Fig. 1: run 1, nets reached from selected ports
(2 px per um)
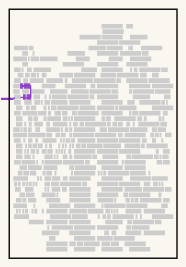
Fig. 2: run 1, signal wires on met2
(4 px per um)
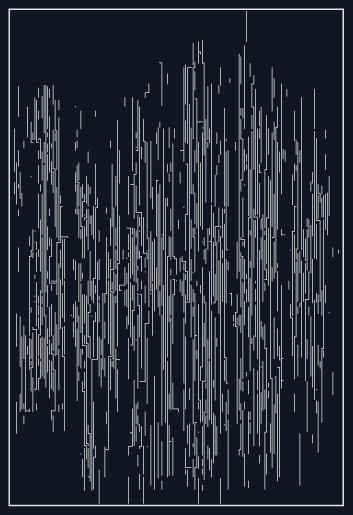
Fig. 3: run 1, metal layers overlaid
(2 px per um) Only two layers are drawn.
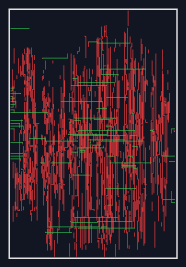
Fig. 4: run 1, pin placement
(4 px per um) Pins as bars across the die edge, other pins in gray.
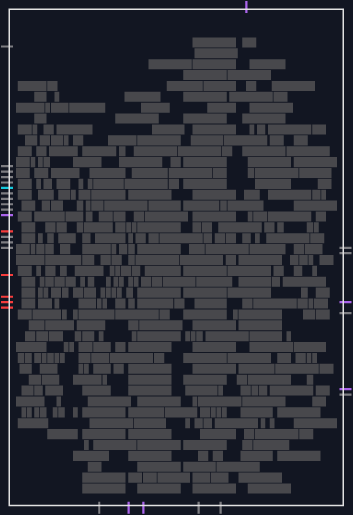
`src/rtl/bg_pixel_fifo_if.sv`:
```
// Fetcher <-> pixel FIFO <-> mixer signal bundle.
// master: fetcher/mixer side, drives control and data and observes status.
// slave : the FIFO itself.
interface bg_pixel_fifo_if #(
  parameter int DEPTH = 16
);
  localparam int CNT_W = $clog2(DEPTH + 1);

  // Field layout must stay identical to the copy inside bg_pixel_fifo.
  typedef struct packed {
    logic       bg_prio;
    logic [2:0] palette;
    logic [1:0] color;
  } ppu_pixel_t;

  logic             dot_en;
  logic             flush;
  logic             line_start;
  logic [2:0]       scx_fine;
  logic             push_en;
  ppu_pixel_t       push_px;
  logic             pop_en;
  logic             out_valid;
  ppu_pixel_t       out_px;
  logic             empty;
  logic             full;
  logic [CNT_W-1:0] count;
  logic             overflow;

  modport master (
    output dot_en, flush, line_start, scx_fine, push_en, push_px, pop_en,
    input  out_valid, out_px, empty, full, count, overflow
  );

  modport slave (
    input  dot_en, flush, line_start, scx_fine, push_en, push_px, pop_en,
    output out_valid, out_px, empty, full, count, overflow
  );
endinterface

```
`src/rtl/bg_pixel_fifo.sv`:
```
// Background/window pixel FIFO: first-word-fall-through circular buffer
// between the BG tile fetcher and the pixel mixer. At line start the first
// SCX[2:0] stored pixels are dropped to realise fine horizontal scroll.
module bg_pixel_fifo #(
  parameter  int DEPTH = 16,
  localparam int CNT_W = $clog2(DEPTH + 1),
  localparam int PTR_W = $clog2(DEPTH)
) (
  input logic            clk,
  input logic            reset,
  bg_pixel_fifo_if.slave bus
);

  typedef struct packed {
    logic       bg_prio;
    logic [2:0] palette;
    logic [1:0] color;
  } ppu_pixel_t;

  ppu_pixel_t       mem [DEPTH];
  logic [PTR_W-1:0] rd_ptr;
  logic [PTR_W-1:0] wr_ptr;
  logic [CNT_W-1:0] count;
  logic [2:0]       discard_cnt;
  logic             overflow;

  logic empty;
  logic full;
  logic head_ok;
  logic clear;
  logic do_discard;
  logic do_pop;
  logic do_remove;
  logic do_push;
  logic do_drop;

  // Status is taken from registered state only, never from this cycle's requests.
  assign empty   = (count == '0);
  assign full    = (count == CNT_W'(DEPTH));
  assign head_ok = !empty && (discard_cnt == '0);
  assign clear   = bus.flush || bus.line_start;

  // Discard and pop are mutually exclusive: pop needs discard_cnt == 0.
  // A pop never frees space for a same-cycle push; full is judged before removal.
  assign do_discard = bus.dot_en && (discard_cnt != '0) && !empty;
  assign do_pop     = bus.dot_en && bus.pop_en && head_ok;
  assign do_remove  = do_discard || do_pop;
  assign do_push    = bus.dot_en && bus.push_en && !full;
  assign do_drop    = bus.dot_en && bus.push_en && full;

  // Pointer, occupancy, scroll-discard and overflow bookkeeping.
  always_ff @(posedge clk) begin
    if (reset) begin
      rd_ptr      <= '0;
      wr_ptr      <= '0;
      count       <= '0;
      discard_cnt <= '0;
      overflow    <= 1'b0;
    end else if (bus.flush) begin
      rd_ptr      <= '0;
      wr_ptr      <= '0;
      count       <= '0;
      discard_cnt <= '0;
      overflow    <= 1'b0;
    end else if (bus.line_start) begin
      rd_ptr      <= '0;
      wr_ptr      <= '0;
      count       <= '0;
      discard_cnt <= bus.scx_fine;
      overflow    <= 1'b0;
    end else begin
      if (do_push)    wr_ptr      <= wr_ptr + 1'b1;
      if (do_remove)  rd_ptr      <= rd_ptr + 1'b1;
      if (do_discard) discard_cnt <= discard_cnt - 1'b1;
      if (do_drop)    overflow    <= 1'b1;
      if (do_push && !do_remove)      count <= count + 1'b1;
      else if (!do_push && do_remove) count <= count - 1'b1;
    end
  end

  // Pixel storage; a push coinciding with flush/line_start/reset is not stored.
  always_ff @(posedge clk) begin
    if (do_push && !clear && !reset) mem[wr_ptr] <= bus.push_px;
  end

  assign bus.out_valid = head_ok;
  assign bus.out_px    = head_ok ? mem[rd_ptr] : '0;
  assign bus.empty     = empty;
  assign bus.full      = full;
  assign bus.count     = count;
  assign bus.overflow  = overflow;

endmodule

```
`src/flat_wrapper.sv`:
```
// flat-port wrapper written by rule: the top's interface ports become plain ports
module bg_pixel_fifo_flat 
#(
  parameter  int DEPTH = 16,
  localparam int CNT_W = $clog2(DEPTH + 1),
  localparam int PTR_W = $clog2(DEPTH)
)
  (clk, reset, bus_dot_en, bus_flush, bus_line_start, bus_scx_fine, bus_push_en, bus_push_px, bus_pop_en, bus_out_valid, bus_out_px, bus_empty, bus_full, bus_count, bus_overflow);
  bg_pixel_fifo_if #(.DEPTH(DEPTH)) bus_i ();
  input logic clk;
  input logic reset;
  input wire logic [$bits(bus_i.dot_en)-1:0] bus_dot_en;
  input wire logic [$bits(bus_i.flush)-1:0] bus_flush;
  input wire logic [$bits(bus_i.line_start)-1:0] bus_line_start;
  input wire logic [$bits(bus_i.scx_fine)-1:0] bus_scx_fine;
  input wire logic [$bits(bus_i.push_en)-1:0] bus_push_en;
  input wire logic [$bits(bus_i.push_px)-1:0] bus_push_px;
  input wire logic [$bits(bus_i.pop_en)-1:0] bus_pop_en;
  output wire logic [$bits(bus_i.out_valid)-1:0] bus_out_valid;
  output wire logic [$bits(bus_i.out_px)-1:0] bus_out_px;
  output wire logic [$bits(bus_i.empty)-1:0] bus_empty;
  output wire logic [$bits(bus_i.full)-1:0] bus_full;
  output wire logic [$bits(bus_i.count)-1:0] bus_count;
  output wire logic [$bits(bus_i.overflow)-1:0] bus_overflow;
  assign bus_i.dot_en = bus_dot_en;
  assign bus_i.flush = bus_flush;
  assign bus_i.line_start = bus_line_start;
  assign bus_i.scx_fine = bus_scx_fine;
  assign bus_i.push_en = bus_push_en;
  assign bus_i.push_px = bus_push_px;
  assign bus_i.pop_en = bus_pop_en;
  assign bus_out_valid = bus_i.out_valid;
  assign bus_out_px = bus_i.out_px;
  assign bus_empty = bus_i.empty;
  assign bus_full = bus_i.full;
  assign bus_count = bus_i.count;
  assign bus_overflow = bus_i.overflow;
  bg_pixel_fifo #(.DEPTH(DEPTH)) u_core (.clk(clk), .reset(reset), .bus(bus_i));
endmodule
```
`config.mk`:
```
export PLATFORM = sky130hd
export DESIGN_NAME = bg_pixel_fifo_flat
export DESIGN_NICKNAME = d
export VERILOG_FILES = /design/src/rtl/bg_pixel_fifo_if.sv /design/src/rtl/bg_pixel_fifo.sv /design/src/flat_wrapper.sv
export SDC_FILE = /design/constraint.sdc
export NUM_CORES = 1
export LEC_CHECK = 0
export ABC_CLOCK_PERIOD_IN_PS = 3200
export CORE_ASPECT_RATIO = 1.5
export CORE_UTILIZATION = 50
export CTS_CLUSTER_DIAMETER = 50
export DETAILED_ROUTE_END_ITERATION = 7
export GPL_ROUTABILITY_DRIVEN = 0
export PLACE_DENSITY = 0.77
export SETUP_SLACK_MARGIN = 0.2
export SKIP_CTS_REPAIR_TIMING = 1
export SYNTH_ARGS = -nofsm -noshare
export SYNTH_HDL_FRONTEND = slang
export SYNTH_SLANG_ARGS = --single-unit
```
`constraint.sdc`:
```
create_clock -name clk -period 3.2 [get_ports clk]
set_clock_uncertainty 0.15 [all_clocks]
set_input_delay 0.64 -clock clk [delete_from_list [all_inputs] [get_ports clk]]
set_output_delay 0.64 -clock clk [all_outputs]
set_load 0.005 [all_outputs]
```
==> results.txt, run 1 <==
Numbers from the implementation run.

The run finished with clean final reports. The number of core rows is 44. The synthesis area per yosys is 0.00494 sq mm. Setup slack on the worst reg-to-reg path comes out at 0.38 ns. The delay of the slowest critical-path stage is 0.45 ns. The filler cell count is approximately 670. According to the timing report, the data required time at the worst endpoint equals 2.41 ns. The completed layout was analyzed and its total power is 3750 uW. The count of inserted antenna diode cells is 0. After layout the signal buffers, clock cells excluded, come to a little over a tenth of cell area. The biggest power consumer among the groups is the clock network. STA shows the worst reg2reg path with a cell count of 10.

For this run, the detailed router reports a per-instance via density of 5.74. The flip-flop count of the largest register, all copies and words added is 96. By instance count after routing, the leading logic cell types are sky130_fd_sc_hd__edfxtp_1 (96), sky130_fd_sc_hd__nor2_1 (42), sky130_fd_sc_hd__buf_4 (34). The sequential logic power is 1650 uW. The area inside the core boundary is 0.00963 sq mm.

The worst min-delay path category is reg -> reg. The post-synth count of flops with an enable pin is approximately 96. Setup repair after global routing could not meet its margin everywhere. The met3 global-route usage is 6.36%. The fraction of the mapped netlist area in simple logic gates is 9.05%. The inverter count of the layout excluding clock inverters is 13. The minimum setup slack in the final design is 0.133 ns.

In the final layout, the registers with the most flip-flops are u_core.mem (96), u_core.bus.count (5).
-- Fig. 1 (at the start) --
| port | color | bits | direction | end cells | buffers | wire |
|---|---|---|---|---|---|---|
| bus_line_start | purple | 1 | input | 5 | 1 | 19.6 um |
tally of buffers added on design ports: 30
count of pins on the block boundary: 31

-- Fig. 2 (at the start) --
main direction: vertical
wire length on this layer: 6290 um

-- Fig. 3 (at the start) --
| layer | color | wire length |
|---|---|---|
| M2 | red | 6290 um |
| M3 | green | 647 um |
detailed-route via count: 3073
wire length reported by the detailed router: 11100 um
average routed wire per standard cell: 20.8 um

-- Fig. 4 (at the start) --
| port | color | pins | direction | edge |
|---|---|---|---|---|
| bus_push_px | purple | 6 | input | 2 bottom, 2 right, 1 top, 1 left |
| bus_count | red | 5 | output | left |
| bus_line_start | cyan | 1 | input | left |
Vert. Die Dim: 124 um
Die X-Extent: 83.1 um

Fig. 5: run 1, placement view
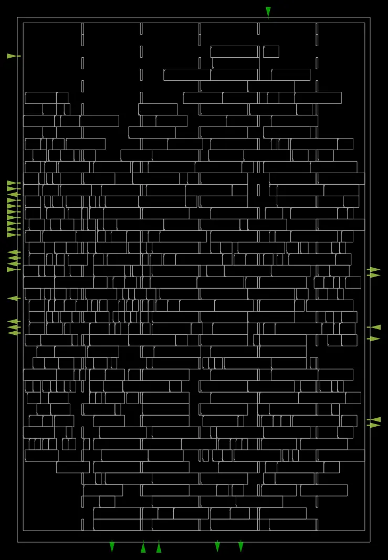

## Run 2: what changed since run 1
- ABC_CLOCK_PERIOD_IN_PS: 3200 -> 2500
- PLACE_DENSITY: 0.77 -> 0.8
- SKIP_CTS_REPAIR_TIMING: 1 -> default
- clock period: 3.2 -> 2.5 ns (I/O delays scaled with it)
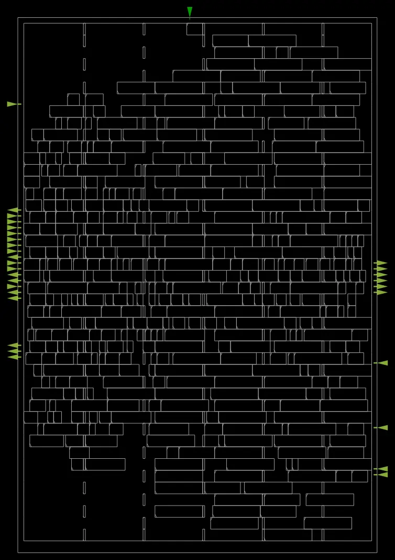
Fig. 6. Placement view (run 2).
cell row count: 44
total core area: 0.00963 sq mm

==> run 2 against run 1 <==
  * The flow now finishes with violations (negative setup slack)
  * Utilization rose by 4.1 points
  * Setup slack got worse by 0.37 ns
  * Count of clock-buffer cells in the layout rose by 1
  * Die size did not move
  * Wire length rose by 4.6%
  * Combinational power rose by 83%
  * Area after synthesis did not move
  * Clock power rose by 16%
  * Design area rose by 6.2%
  * Sequential cell count did not move
  * First-iteration DRC count rose by 1.9%
  * Largest cell class unchanged
==> results.txt, run 2 <==
Numbers from the implementation run.

The run finished, with violations left. The checks that failed: negative setup slack. The post-cts sizing count is between 60 and 70. The sequential logic power is 2120 uW (+28%). The count of cells along the worst register-to-register path is 10 (unchanged). The clock network fraction of design power is 48.9%. The met1 usage in global routing is 24.8%. The filler cell count came to 604 (-10%). The data required time of the critical path was 1.85 ns (-0.56 ns). The register-to-register path setup slack is -0.13 ns (-0.51 ns).

The mean number of vias per cell is 5.67 (-1.4%). The met3 global-route usage is 5.17% (-1.2 points). Traced cell by cell, the critical path runs through buf_16 -> buf_4 -> mux4_2 -> o211ai_1 -> a21oi_2 -> buf_2. The delay of the slowest critical-path stage is 0.52 ns (+0.07 ns).

The family with the most delay on the worst path is multiplexers. After layout, the clock buffer instance count stands at 19. The fraction of the mapped netlist area in simple logic gates is 9.05% (unchanged). The synthesis area per yosys was 0.00494 sq mm (unchanged). The count of buffers inserted at the top-level ports was 30 (unchanged). The sum of internal, switching and leakage power is 4660 uW (+24%). In the layout the commonest cells are sky130_fd_sc_hd__edfxtp_1 (96), sky130_fd_sc_hd__buf_4 (58), sky130_fd_sc_hd__nor2_1 (41). For this design the total switching power over the nets is 947 uW. The final report lists the setup-violating endpoint count as 11. The number of ports placed on the die boundary was 31 (unchanged). The count of flip-flops with a built-in enable after synthesis is 96 (unchanged).

Yosys reported that registers with async set or reset make up 0%. The total internal power is 3710 uW. The post-CTS setup buffer count is 12.

The flip-flop count of the largest register, all copies and words added is 96 (unchanged). The vertical extent of the die came to 124 um (unchanged). The minimum setup slack in the final design is -0.240 ns (-0.373 ns).

The largest registers in the layout are u_core.mem (96), u_core.bus.count (5). Per the synthesis report, the adder-cell share of the synthesized area is 3.19%. The count of inserted antenna diode cells is 0 (unchanged). Setup repair after global routing could not meet its margin everywhere. Across the run, the number of max-cap violations was 0. In the power breakdown, the biggest contributor is the clock network. The detailed-route wire length per cell is 20.2 um (-2.5%). The overall die width came to 83.1 um (unchanged). The number of hold violations in the final report is 0.

The total routed wire length on the met1 layer is ~4200 um. The residual antenna-violating net count after detailed routing is 0. STA reports the tightest min-delay check as being of type reg -> reg.

The inverter count of the layout excluding clock inverters is 13 (unchanged).
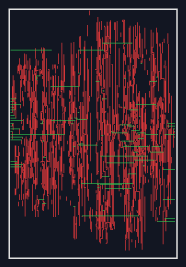
Fig. 7. Metal layers overlaid (run 2).
(2 px per um) Only two layers are drawn.
| layer | color | wire length |
|---|---|---|
| M2 | red | 6480 um |
| M3 | green | 447 um |
wire length reported by the detailed router: 11600 um
detailed-route via count: 3252
total routing resource utilization after global routing: 23.6%

Fig. 8: run 2, pin placement
(4 px per um) Pins as bars across the die edge, other pins in gray.
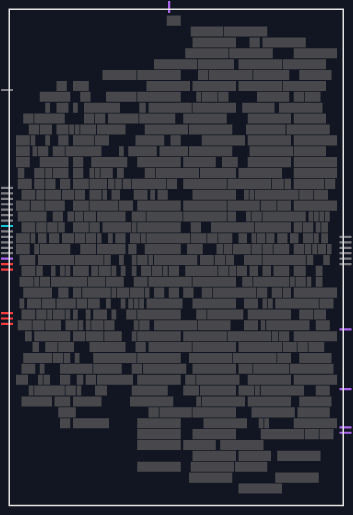

## Run 3: what changed since run 2
- CORE_MARGIN: default -> 2
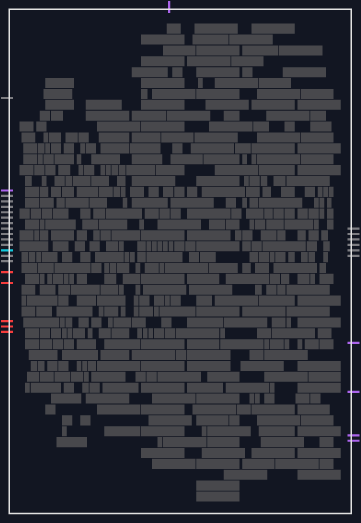
Fig. 9. Pin placement (run 3).
(4 px per um) Pins as bars across the die edge, other pins in gray.
| port | color | pins | direction | edge |
|---|---|---|---|---|
| bus_count | red | 5 | output | left |
| bus_push_px | purple | 6 | input | 4 right, 1 left, 1 top |
| bus_line_start | cyan | 1 | input | left |

==> run 3 against run 2 <==
  * Synthesized cell count is the same
  * Sequential power barely moved
  * Power rose by 5.6%
  * Setup slack worse by 0.020 ns
  * Sequential share of layout area decreased by 0.22 points
  * The run still ends with negative setup slack left
  * Clock power is 11% higher
  * Die size up 4.1%
  * Hold slack got worse by 0.0018 ns
  * Sequential cell count did not move
  * Wire length is 0.36% higher
  * Critical endpoint is now bus_out_px[1]
  * Utilization up 0.31 points
==> results.txt, run 3 <==
Numbers from the implementation run.

The flow ran to the end, but the final reports show violations. The checks that failed: negative setup slack. The minimum setup slack in the final design is -0.260 ns (-0.0199 ns).

The register-to-register path setup slack was -0.23 ns (-0.10 ns). The number of hold violations in the final report was 0 (unchanged). The count of inserted antenna diode cells came to 0 (unchanged). The number of max-capacitance violations reported is 0 (unchanged). The net load switching power is 918 uW (-3.0%). The inverter count of the layout excluding clock inverters was 13 (unchanged). The flip-flop count of the largest register, all copies and words added is 96 (unchanged). The overall die width is 85.1 um (+2.4%).

The fraction of the mapped netlist area in simple logic gates is 9.05% (unchanged). The data required time of the critical path is 1.85 ns (about the same). The count of flip-flops with a built-in enable after synthesis came to 96 (unchanged). By instance count after routing, the leading logic cell types are sky130_fd_sc_hd__edfxtp_1 (96), sky130_fd_sc_hd__buf_4 (64), sky130_fd_sc_hd__nor2_1 (42). The number of endpoints failing setup at the final stage is 11 (unchanged).

The count of buffers inserted at the top-level ports is 30 (unchanged). The fraction of synthesis flops using an asynchronous set or reset pin was 0% (unchanged). Ranked by power, first place goes to the clock network. The largest registers in the layout are u_core.mem (96), u_core.bus.count (5). The number of ports placed on the die boundary is 31 (unchanged).

Setup repair after global routing could not meet its margin everywhere. The number of core rows is 44 (unchanged). The total routed wire length on the met1 layer was 4090 um (-3.5%). The total internal power was 4000 uW (+7.8%). The mean number of vias per cell came to 5.68 (+0.23%).

The clock network fraction of design power was 51.5% (+2.6 points). The met3 global-route usage is 7.01% (+1.8 points). The area inside the core boundary is 0.00963 sq mm (unchanged). The sum of internal, switching and leakage power is 4910 uW (+5.6%).

The residual antenna-violating net count after detailed routing is 0 (unchanged). The vertical extent of the die is 126 um (+1.6%). The number of clock buffers in the layout was 20 (+1). The post-CTS setup buffer count was 17 (+5). The family with the most delay on the worst path is simple AND/OR/NAND/NOR gates. Per STA, the worst path is made up of or4_4 -> buf_6 -> o21ai_4 -> buf_6 -> buf_6 -> a31oi_1 -> o21a_1 -> buf_2.
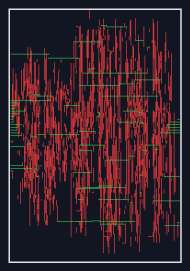
Fig. 10. Metal layers overlaid (run 3).
(2 px per um) Only two layers are drawn.
| layer | color | wire length |
|---|---|---|
| M2 | red | 6520 um |
| M3 | green | 568 um |
detailed-route via count: 3265
average routed wire per standard cell: 20.3 um
wire length reported by the detailed router: 11700 um
total routing resource utilization after global routing: 22.5%

Power and IR drop assume default switching activity.
